File: src/rtl/spi_flash_pkg.sv
// Shared constants and types for the SPI NOR-flash responder.
package spi_flash_pkg;

   // Supported flash opcodes
   localparam logic [7:0] OP_READ     = 8'h03;
   localparam logic [7:0] OP_PROGRAM  = 8'h02;
   localparam logic [7:0] OP_WREN     = 8'h06;
   localparam logic [7:0] OP_WRDI     = 8'h04;
   localparam logic [7:0] OP_RDSR     = 8'h05;
   localparam logic [7:0] OP_JEDEC_ID = 8'h9F;

   // JEDEC identification bytes (manufacturer, memory type, capacity)
   localparam logic [7:0] JEDEC_MFR  = 8'hEF;
   localparam logic [7:0] JEDEC_TYPE = 8'h40;
   localparam logic [7:0] JEDEC_CAP  = 8'h18;

   // Status register bit positions
   localparam int unsigned STATUS_WIP_BIT = 0;
   localparam int unsigned STATUS_WEL_BIT = 1;

   typedef enum logic [2:0] {
      StIdle,
      StCmd,
      StAddr,
      StRdData,
      StPgData,
      StStatus,
      StIgnore,
      StId
   } state_e;

   // ID byte for a given position; reads past the third byte return zero
   function automatic logic [7:0] jedec_byte(input logic [1:0] idx);
      unique case (idx)
         2'd0:    return JEDEC_MFR;
         2'd1:    return JEDEC_TYPE;
         2'd2:    return JEDEC_CAP;
         default: return 8'h00;
      endcase
   endfunction

endpackage

File: src/rtl/spi_flash_responder_if.sv
// Word-wide memory port used by the flash responder to reach its backing store.
interface spi_flash_responder_if #(
   parameter int unsigned ADDR_W = 24
) ();
   logic              mem_req;
   logic              mem_we;
   logic [ADDR_W-3:0] mem_addr;
   logic [31:0]       mem_wdata;
   logic [3:0]        mem_be;
   logic [31:0]       mem_rdata;
   logic              mem_valid;

   modport master (
      output mem_req, mem_we, mem_addr, mem_wdata, mem_be,
      input  mem_rdata, mem_valid
   );

   modport slave (
      input  mem_req, mem_we, mem_addr, mem_wdata, mem_be,
      output mem_rdata, mem_valid
   );
endinterface

File: src/rtl/spi_pin_sync.sv
// Synchronizes the SPI pins into clk and produces SCK/CS_N edge pulses.
// SYNC_STAGES must be at least 2.
module spi_pin_sync #(
   parameter int unsigned SYNC_STAGES = 2
) (
   input  logic clk,
   input  logic rst,
   input  logic cs_n_i,
   input  logic sck_i,
   input  logic mosi_i,
   output logic mosi_o,
   output logic sck_rise_o,
   output logic sck_fall_o,
   output logic cs_rise_o,
   output logic cs_fall_o
);
   logic [SYNC_STAGES-1:0] cs_q, sck_q, mosi_q;
   logic                   cs_prev_q, sck_prev_q;

   // Synchronizer chains plus one history flop for edge detection. CS_N resets
   // as "selected" so a frame already open at reset release never shows a fall.
   always_ff @(posedge clk or posedge rst) begin
      if (rst) begin
         cs_q       <= '0;
         sck_q      <= '0;
         mosi_q     <= '0;
         cs_prev_q  <= 1'b0;
         sck_prev_q <= 1'b0;
      end else begin
         cs_q       <= {cs_q[SYNC_STAGES-2:0], cs_n_i};
         sck_q      <= {sck_q[SYNC_STAGES-2:0], sck_i};
         mosi_q     <= {mosi_q[SYNC_STAGES-2:0], mosi_i};
         cs_prev_q  <= cs_q[SYNC_STAGES-1];
         sck_prev_q <= sck_q[SYNC_STAGES-1];
      end
   end

   assign mosi_o     = mosi_q[SYNC_STAGES-1];
   assign sck_rise_o = sck_q[SYNC_STAGES-1] & ~sck_prev_q;
   assign sck_fall_o = ~sck_q[SYNC_STAGES-1] & sck_prev_q;
   assign cs_rise_o  = cs_q[SYNC_STAGES-1] & ~cs_prev_q;
   assign cs_fall_o  = ~cs_q[SYNC_STAGES-1] & cs_prev_q;
endmodule

File: src/rtl/spi_flash_responder.sv
// SPI mode-0 serial NOR flash responder serving commands from a 32-bit word memory.
// Optional JEDEC ID (0x9F) support: define SPI_FLASH_RESPONDER_JEDEC_ID_EN.
module spi_flash_responder
   import spi_flash_pkg::*;
#(
   parameter int unsigned ADDR_W          = 24,
   parameter int unsigned SYNC_STAGES     = 2,
   parameter int unsigned STATUS_WIP_HOLD = 0
) (
   input  logic                         clk,
   input  logic                         rst,
   input  logic                         spi_cs_n,
   input  logic                         spi_sck,
   input  logic                         spi_mosi,
   output logic                         spi_miso,
   spi_flash_responder_if.master        mem,
   output logic                         busy,
   output logic                         cmd_err
);
   localparam logic [7:0] HoldInit = 8'(STATUS_WIP_HOLD);

   logic mosi_s, sck_rise, sck_fall, cs_rise, cs_fall;

   spi_pin_sync #(
      .SYNC_STAGES(SYNC_STAGES)
   ) u_sync (
      .clk        (clk),
      .rst        (rst),
      .cs_n_i     (spi_cs_n),
      .sck_i      (spi_sck),
      .mosi_i     (spi_mosi),
      .mosi_o     (mosi_s),
      .sck_rise_o (sck_rise),
      .sck_fall_o (sck_fall),
      .cs_rise_o  (cs_rise),
      .cs_fall_o  (cs_fall)
   );

   state_e            state_q, state_d;
   logic [4:0]        cnt_q, cnt_d;
   logic [7:0]        shift_q, shift_d, tx_q, tx_d, hold_q, hold_d;
   logic [ADDR_W-1:0] addr_q, addr_d;
   logic [31:0]       word_q, word_d, wdata_q, wdata_d;
   logic [ADDR_W-3:0] maddr_q, maddr_d;
   logic [3:0]        be_q, be_d;
   logic [1:0]        id_q, id_d;
   logic              miso_q, miso_d, wel_q, wel_d, prog_q, prog_d, pgcmd_q, pgcmd_d;
   logic              req_q, req_d, we_q, we_d, err_q, err_d;

   logic [7:0]        in_byte, out_src, status;
   logic [ADDR_W-1:0] addr_shift, addr_inc;
   logic              wip, is_out;

   assign wip    = (req_q & we_q) | (hold_q != 8'd0);
   assign is_out = (state_q == StRdData) || (state_q == StStatus) || (state_q == StId);

   // State register and datapath flops
   always_ff @(posedge clk or posedge rst) begin
      if (rst) begin
         state_q <= StIdle;   cnt_q   <= '0;   shift_q <= '0;   tx_q    <= '0;
         hold_q  <= '0;       addr_q  <= '0;   word_q  <= '0;   wdata_q <= '0;
         maddr_q <= '0;       be_q    <= '0;   id_q    <= '0;   miso_q  <= 1'b0;
         wel_q   <= 1'b0;     prog_q  <= 1'b0; pgcmd_q <= 1'b0; req_q   <= 1'b0;
         we_q    <= 1'b0;     err_q   <= 1'b0;
      end else begin
         state_q <= state_d;  cnt_q   <= cnt_d;   shift_q <= shift_d;  tx_q    <= tx_d;
         hold_q  <= hold_d;   addr_q  <= addr_d;  word_q  <= word_d;   wdata_q <= wdata_d;
         maddr_q <= maddr_d;  be_q    <= be_d;    id_q    <= id_d;     miso_q  <= miso_d;
         wel_q   <= wel_d;    prog_q  <= prog_d;  pgcmd_q <= pgcmd_d;  req_q   <= req_d;
         we_q    <= we_d;     err_q   <= err_d;
      end
   end

   // Next-state: memory completion, MISO shifting on SCK fall, decode on SCK rise
   always_comb begin
      state_d = state_q;  cnt_d   = cnt_q;   shift_d = shift_q;  tx_d    = tx_q;
      hold_d  = hold_q;   addr_d  = addr_q;  word_d  = word_q;   wdata_d = wdata_q;
      maddr_d = maddr_q;  be_d    = be_q;    id_d    = id_q;     miso_d  = miso_q;
      wel_d   = wel_q;    prog_d  = prog_q;  pgcmd_d = pgcmd_q;  req_d   = req_q;
      we_d    = we_q;     err_d   = 1'b0;

      in_byte    = {shift_q[6:0], mosi_s};
      addr_shift = {addr_q[ADDR_W-2:0], mosi_s};
      addr_inc   = addr_q + ADDR_W'(1);

      status                 = 8'h00;
      status[STATUS_WEL_BIT] = wel_q;
      status[STATUS_WIP_BIT] = wip;

      case (state_q)
         StRdData: out_src = word_q[{addr_q[1:0], 3'b000} +: 8];
         StStatus: out_src = status;
         StId:     out_src = jedec_byte(id_q);
         default:  out_src = 8'h00;
      endcase

      // mem_valid without an outstanding request is ignored
      if (req_q && mem.mem_valid) begin
         req_d = 1'b0;
         if (we_q) hold_d = HoldInit;
         else      word_d = mem.mem_rdata;
      end else if (hold_q != 8'd0) begin
         hold_d = hold_q - 8'd1;
      end

      if (sck_fall && is_out) begin
         if (cnt_q[2:0] == 3'd0) begin
            miso_d = out_src[7];
            tx_d   = {out_src[6:0], 1'b0};
         end else begin
            miso_d = tx_q[7];
            tx_d   = {tx_q[6:0], 1'b0};
         end
      end
      if (!is_out) miso_d = 1'b0;

      if (sck_rise && !cs_rise) begin
         shift_d = in_byte;
         cnt_d   = cnt_q + 5'd1;
         case (state_q)
            StCmd: begin
               if (cnt_q == 5'd7) begin
                  cnt_d   = '0;
                  state_d = StIgnore;
                  case (in_byte)
                     OP_READ: begin
                        state_d = StAddr;
                        pgcmd_d = 1'b0;
                     end
                     OP_PROGRAM: begin
                        if (wel_q) begin
                           state_d = StAddr;
                           pgcmd_d = 1'b1;
                        end else begin
                           err_d = 1'b1;
                        end
                     end
                     OP_WREN: wel_d   = 1'b1;
                     OP_WRDI: wel_d   = 1'b0;
                     OP_RDSR: state_d = StStatus;
`ifdef SPI_FLASH_RESPONDER_JEDEC_ID_EN
                     OP_JEDEC_ID: state_d = StId;
`endif
                     default: err_d = 1'b1;
                  endcase
               end
            end
            StAddr: begin
               addr_d = addr_shift;
               if (cnt_q == 5'd23) begin
                  cnt_d   = '0;
                  state_d = pgcmd_q ? StPgData : StRdData;
                  if (!req_q) begin
                     req_d   = 1'b1;
                     we_d    = 1'b0;
                     be_d    = 4'hF;
                     maddr_d = addr_shift[ADDR_W-1:2];
                  end
               end
            end
            StRdData: begin
               if (cnt_q[2:0] == 3'd7) begin
                  cnt_d  = '0;
                  addr_d = addr_inc;
                  // Crossing into the next word: prefetch it before the next byte shifts out
                  if (addr_inc[1:0] == 2'd0 && !req_q) begin
                     req_d   = 1'b1;
                     we_d    = 1'b0;
                     be_d    = 4'hF;
                     maddr_d = addr_inc[ADDR_W-1:2];
                  end
               end
            end
            StPgData: begin
               if (cnt_q[2:0] == 3'd7) begin
                  cnt_d = '0;
                  if (req_q) begin
                     err_d = 1'b1;
                  end else begin
                     req_d   = 1'b1;
                     we_d    = 1'b1;
                     be_d    = 4'b0001 << addr_q[1:0];
                     wdata_d = {4{in_byte}};
                     maddr_d = addr_q[ADDR_W-1:2];
                     addr_d  = addr_inc;
                     prog_d  = 1'b1;
                  end
               end
            end
            StStatus, StIgnore: begin
               if (cnt_q[2:0] == 3'd7) cnt_d = '0;
            end
            StId: begin
               if (cnt_q[2:0] == 3'd7) begin
                  cnt_d = '0;
                  if (id_q != 2'd3) id_d = id_q + 2'd1;
               end
            end
            default: ;
         endcase
      end

      if (state_q == StIdle) begin
         if (cs_fall) begin
            state_d = StCmd;
            cnt_d   = '0;
            id_d    = '0;
         end
      end else if (cs_rise) begin
         state_d = StIdle;
         cnt_d   = '0;
         miso_d  = 1'b0;
         prog_d  = 1'b0;
         if (prog_q) wel_d = 1'b0;
      end
   end

   assign spi_miso      = miso_q;
   assign mem.mem_req   = req_q;
   assign mem.mem_we    = we_q;
   assign mem.mem_addr  = maddr_q;
   assign mem.mem_wdata = wdata_q;
   assign mem.mem_be    = be_q;
   assign busy          = (state_q != StIdle) | req_q;
   assign cmd_err       = err_q;
endmodule

File: src/flat_wrapper.sv
// flat-port wrapper written by rule: the top's interface ports become plain ports
module spi_flash_responder_flat import spi_flash_pkg::*;
#(
   parameter int unsigned ADDR_W          = 24,
   parameter int unsigned SYNC_STAGES     = 2,
   parameter int unsigned STATUS_WIP_HOLD = 0
)
  (clk, rst, spi_cs_n, spi_sck, spi_mosi, spi_miso, busy, cmd_err, mem_mem_req, mem_mem_we, mem_mem_addr, mem_mem_wdata, mem_mem_be, mem_mem_rdata, mem_mem_valid);
  spi_flash_responder_if #(.ADDR_W(ADDR_W)) mem_i ();
  input  logic clk;
  input  logic rst;
  input  logic spi_cs_n;
  input  logic spi_sck;
  input  logic spi_mosi;
  output logic spi_miso;
  output logic busy;
  output logic cmd_err;
  output wire logic [$bits(mem_i.mem_req)-1:0] mem_mem_req;
  output wire logic [$bits(mem_i.mem_we)-1:0] mem_mem_we;
  output wire logic [$bits(mem_i.mem_addr)-1:0] mem_mem_addr;
  output wire logic [$bits(mem_i.mem_wdata)-1:0] mem_mem_wdata;
  output wire logic [$bits(mem_i.mem_be)-1:0] mem_mem_be;
  input wire logic [$bits(mem_i.mem_rdata)-1:0] mem_mem_rdata;
  input wire logic [$bits(mem_i.mem_valid)-1:0] mem_mem_valid;
  assign mem_mem_req = mem_i.mem_req;
  assign mem_mem_we = mem_i.mem_we;
  assign mem_mem_addr = mem_i.mem_addr;
  assign mem_mem_wdata = mem_i.mem_wdata;
  assign mem_mem_be = mem_i.mem_be;
  assign mem_i.mem_rdata = mem_mem_rdata;
  assign mem_i.mem_valid = mem_mem_valid;
  spi_flash_responder #(.ADDR_W(ADDR_W), .SYNC_STAGES(SYNC_STAGES), .STATUS_WIP_HOLD(STATUS_WIP_HOLD)) u_core (.clk(clk), .rst(rst), .spi_cs_n(spi_cs_n), .spi_sck(spi_sck), .spi_mosi(spi_mosi), .spi_miso(spi_miso), .mem(mem_i), .busy(busy), .cmd_err(cmd_err));
endmodule
File: config.mk
export PLATFORM = sky130hd
export DESIGN_NAME = spi_flash_responder_flat
export DESIGN_NICKNAME = d
export VERILOG_FILES = /design/src/rtl/spi_flash_pkg.sv /design/src/rtl/spi_flash_responder_if.sv /design/src/rtl/spi_pin_sync.sv /design/src/rtl/spi_flash_responder.sv /design/src/flat_wrapper.sv
export SDC_FILE = /design/constraint.sdc
export NUM_CORES = 1
export LEC_CHECK = 0
export CAP_MARGIN = 20
export CORE_UTILIZATION = 30
export DETAILED_ROUTE_END_ITERATION = 10
export PLACE_DENSITY = 0.61
export SYNTH_ARGS = -nofsm -noshare
export SYNTH_HDL_FRONTEND = slang
export SYNTH_SLANG_ARGS = --single-unit
File: constraint.sdc
create_clock -name clk -period 13.3 [get_ports clk]
set_input_delay 1.995 -clock clk [delete_from_list [all_inputs] [get_ports clk]]
set_output_delay 1.995 -clock clk [all_outputs]
set_load 0.05 [all_outputs]
==> Slide: Implementation Results <==
Flow Results at a Glance

Status
  – Status: finished clean

Critical path
  – Crit end category: output port
  – Arrival @ worst endpoint: roughly 2500 ps
  – Crit-path cells: or2_2, or3_1, clkdlybuf4s50_1
  – Startpoint Class: flop

Routing
  – Met3 routed WL: around 1.1 mm
  – ANT nets after route: 0
  – Highest metal used: met4
  – Router iterations before antenna repair: 5
  – Drt wl/cell: between 15 and 20 um

Final timing
  – Final Slew Violations: 0
  – Fin crit share: 0.337
  – WHS: 348 ps
  – Finish-stage setup viols: 0
  – RSZ-0062 raised after global routing: no
  – Slew @ Worst Pin: 983 ps
  – Highest clock rate: 0.223 GHz

Floorplanning
  – Die area: ~27,000 um2
  – Ports: 101
  – Fp_density: 0.308

GRT
  – GRT Max-Usage Layer: met2
  – First-pass GRT wire length: approximately 33 mm
  – Remaining Overflow, GRT: 0
  – Largest net degree at the start of global routing: around 72
  – GR met2 Demand/Resource: 0.244
  – Vias in the first global route: 5,974

Synthesis
  – Area leader share: 0.439
  – Commonest cells post-synth: dfrtp_1, nand2_1, nor2_1
  – Syn nets: 873
  – Cells after synthesis: about 830
  – Synth top cell by count: dfrtp_1
  – Yosys cell count: 825
  – YS chip area: 7820 um2
  – Unique cell types: 76
  – Synth top area cells: dfrtp_1, mux2_2, nand2_1
  – Post-Synthesis Cell Area: just under 8000 um2
  – Ys Warns: 0
  – Area leader, netlist: dfrtp_1

Clocking
  – Clock root buffer: clkbuf_16
  – Clock transition at the registers of the reported paths: around 60 ps

Placement
  – DP HPWL: 13.5 mm
  – Gpl congestion: 0.814

Finish
  – Design area: 9370 um2
  – Final Core Density: 0.369
  – # diodes: 0

Pwr
  – LEAKAGE: 0.00374 uW
  – Pwr Density: approximately 110 nW/um2
  – VDD IR max: 0.0602 mV

Run
  – Tool warnings: 32
## flip-flops by register name (all words and copies together) (netlist names), 2 cells and up
name	flops
u_core.mem.mem_be	4
u_core.tx_q	7
u_core.state_q	3
u_core.mem.mem_addr	22
u_core.shift_q	7
u_core.hold_q	8
u_core.word_q	32
u_core.cnt_q	5
u_core.u_sync.mosi_q	2
u_core.id_q	2
u_core.u_sync.sck_q	2
u_core.u_sync.cs_q	2
u_core.addr_q	24
u_core.mem.mem_wdata	8
## path summary, 6_finish.rpt
path | to | depth (start not counted) | from | slack [ps]
worst max-delay path | busy | 3 | u_core.state_q[1] | 8810
worst min-delay path | u_core.u_sync.cs_q[1] | 0 | u_core.u_sync.cs_q[0] | 350
worst max register to register | u_core.mem.mem_addr[3] | 5 | u_core.state_q[0] | 10180
worst min register to register | u_core.u_sync.cs_q[1] | 0 | u_core.u_sync.cs_q[0] | 350
max in group asynchronous | u_core.addr_q[4] | 3 | rst | 9930
min in group asynchronous | u_core.mem.mem_addr[8] | 2 | rst | 2060
## cells in the final DEF, fill, tap and decap left out, types with 6 or more instances in the layout
| cell type | netlist | layout |
|---|---|---|
| nor3b_1 | 6 | 6 |
| a22oi_1 | 9 | 9 |
| a21oi_1 | 55 | 55 |
| nor2b_1 | 7 | 7 |
| or2_2 | 6 | 6 |
| o21ai_0 | 40 | 40 |
| xnor2_1 | 6 | 6 |
| inv_1 | 18 | 17 |
| a221oi_1 | 14 | 14 |
| nand3b_1 | 6 | 6 |
| dfrtp_1 | 137 | 137 |
| nor3_1 | 23 | 23 |
| mux2_2 | 44 | 44 |
| mux2i_1 | 13 | 13 |
| a21o_1 | 6 | 6 |
| mux4_2 | 8 | 8 |
| ha_1 | 10 | 10 |
| nand2_1 | 100 | 100 |
| nand2b_1 | 11 | 11 |
| clkbuf_16 | 0 | 17 |
| buf_4 | 25 | 8 |
| nand4_1 | 10 | 10 |
| nor2_1 | 64 | 64 |
| o22ai_1 | 6 | 6 |
| nor4_1 | 14 | 14 |
| a31oi_1 | 17 | 17 |
| clkdlybuf4s50_1 | 0 | 100 |
| nand3_1 | 19 | 19 |
| a211oi_1 | 7 | 7 |
## layout make-up
cell class / count / area [um2] / area share
Clock buffer: 21 / 440 / 0.0470
Tap cell: 330 / 413 / 0.0441
Inverter: 18 / 72.6 / 0.00775
Timing Repair Buffer: 108 / 1060 / 0.113
Sequential cell: 137 / 3430 / 0.366
Clock inverter: 10 / 123 / 0.0131
Multi-Input combinational cell: 579 / 3830 / 0.409
## where the power goes
part / leakage, uW / switching, uW / internal (uW)
Clock: 0.000264 / 182 / 276
Combinational: 0.00166 / 70.7 / 57.8
Sequential: 0.00181 / 30.3 / 452
Total: 0.00374 / 283 / 786
## cells by family after synthesis
kind of cell             after synthesis  share of synthesized area
adder cells (fa/ha/maj)               10                     0.0160
XOR/XNOR                              11                     0.0123
multiplexers                          65                      0.103
flip-flops                           137                      0.439
buffers and inverters                109                     0.0716
AND-OR/OR-AND                        194                      0.163
AND/OR/NAND/NOR                      299                      0.195
## per-stage QoR
step	total power, uW	setup WS (ps)
global placement	613	9280
detailed placement	619	9270
global route	1120	8720
CTS	1080	8810
floorplan	575	7640
finish	1070	8810
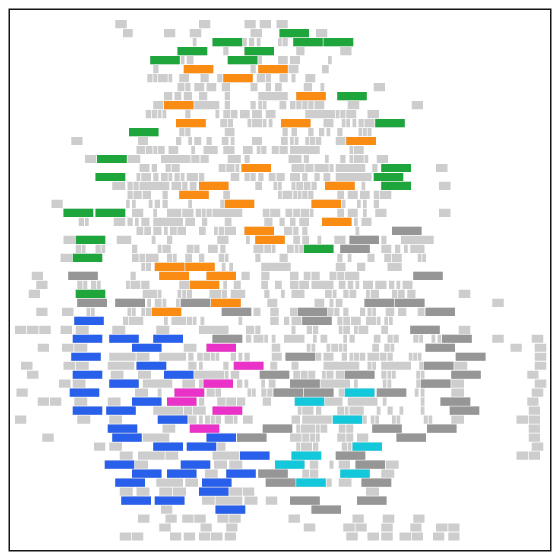
Figure 1: where the registers sit.
u_core.mem.mem_addr: in green, flops 22. u_core.tx_q: in magenta, flops 7. u_core.addr_q: in orange, flops 24. u_core.word_q: in blue, flops 32, where south-west. u_core.hold_q: in cyan, flops 8, where south.
sequential power: 483 uW
Seq area share: 0.366

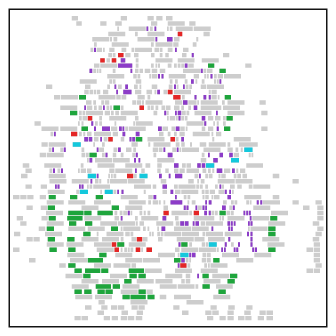
Figure 2: logic cells by family.
nand cells: in purple, cells 153, most used nand2_1. non-inverting ao/oa cells: in red, cells 20, most used a21o_1. mux cells: in green, cells 65, most used mux2_2. fa/ha/maj cells: in cyan, cells 10, most used ha_1.
dominant logic cell type in the layout: dfrtp_1
Post-Layout Cell Count: 1,203
combinational share of cell area: 0.409

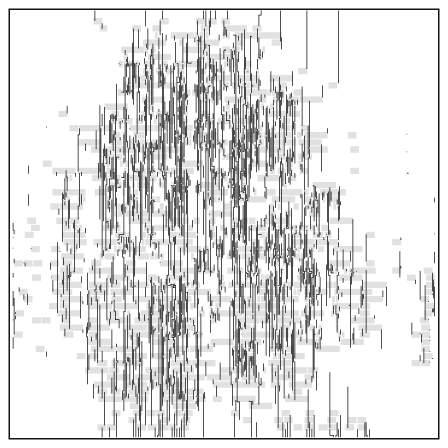
Figure 3: signal wires on met2.
752 nets have wire on it. The layer holds 46% of the routed length. The layer carries 9,370 um of wire. The wires run mostly vertical. The longest straight run is 53.7 um.
WL final: 20.4 mm
total number of vias: 6,398

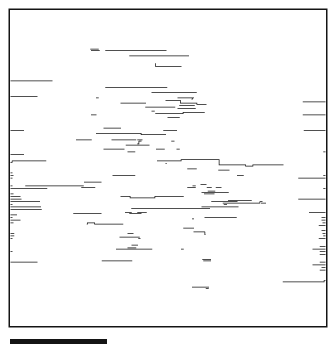
Figure 4: the metal 3 layer.
Scale bar: 50 um.
The layer holds 5.6% of the routed length. The wires run mostly horizontal. 103 nets have wire on it.
M3 GR Usage: 0.0335

Power figures rest on the tool's default switching activity, not on a simulated workload.
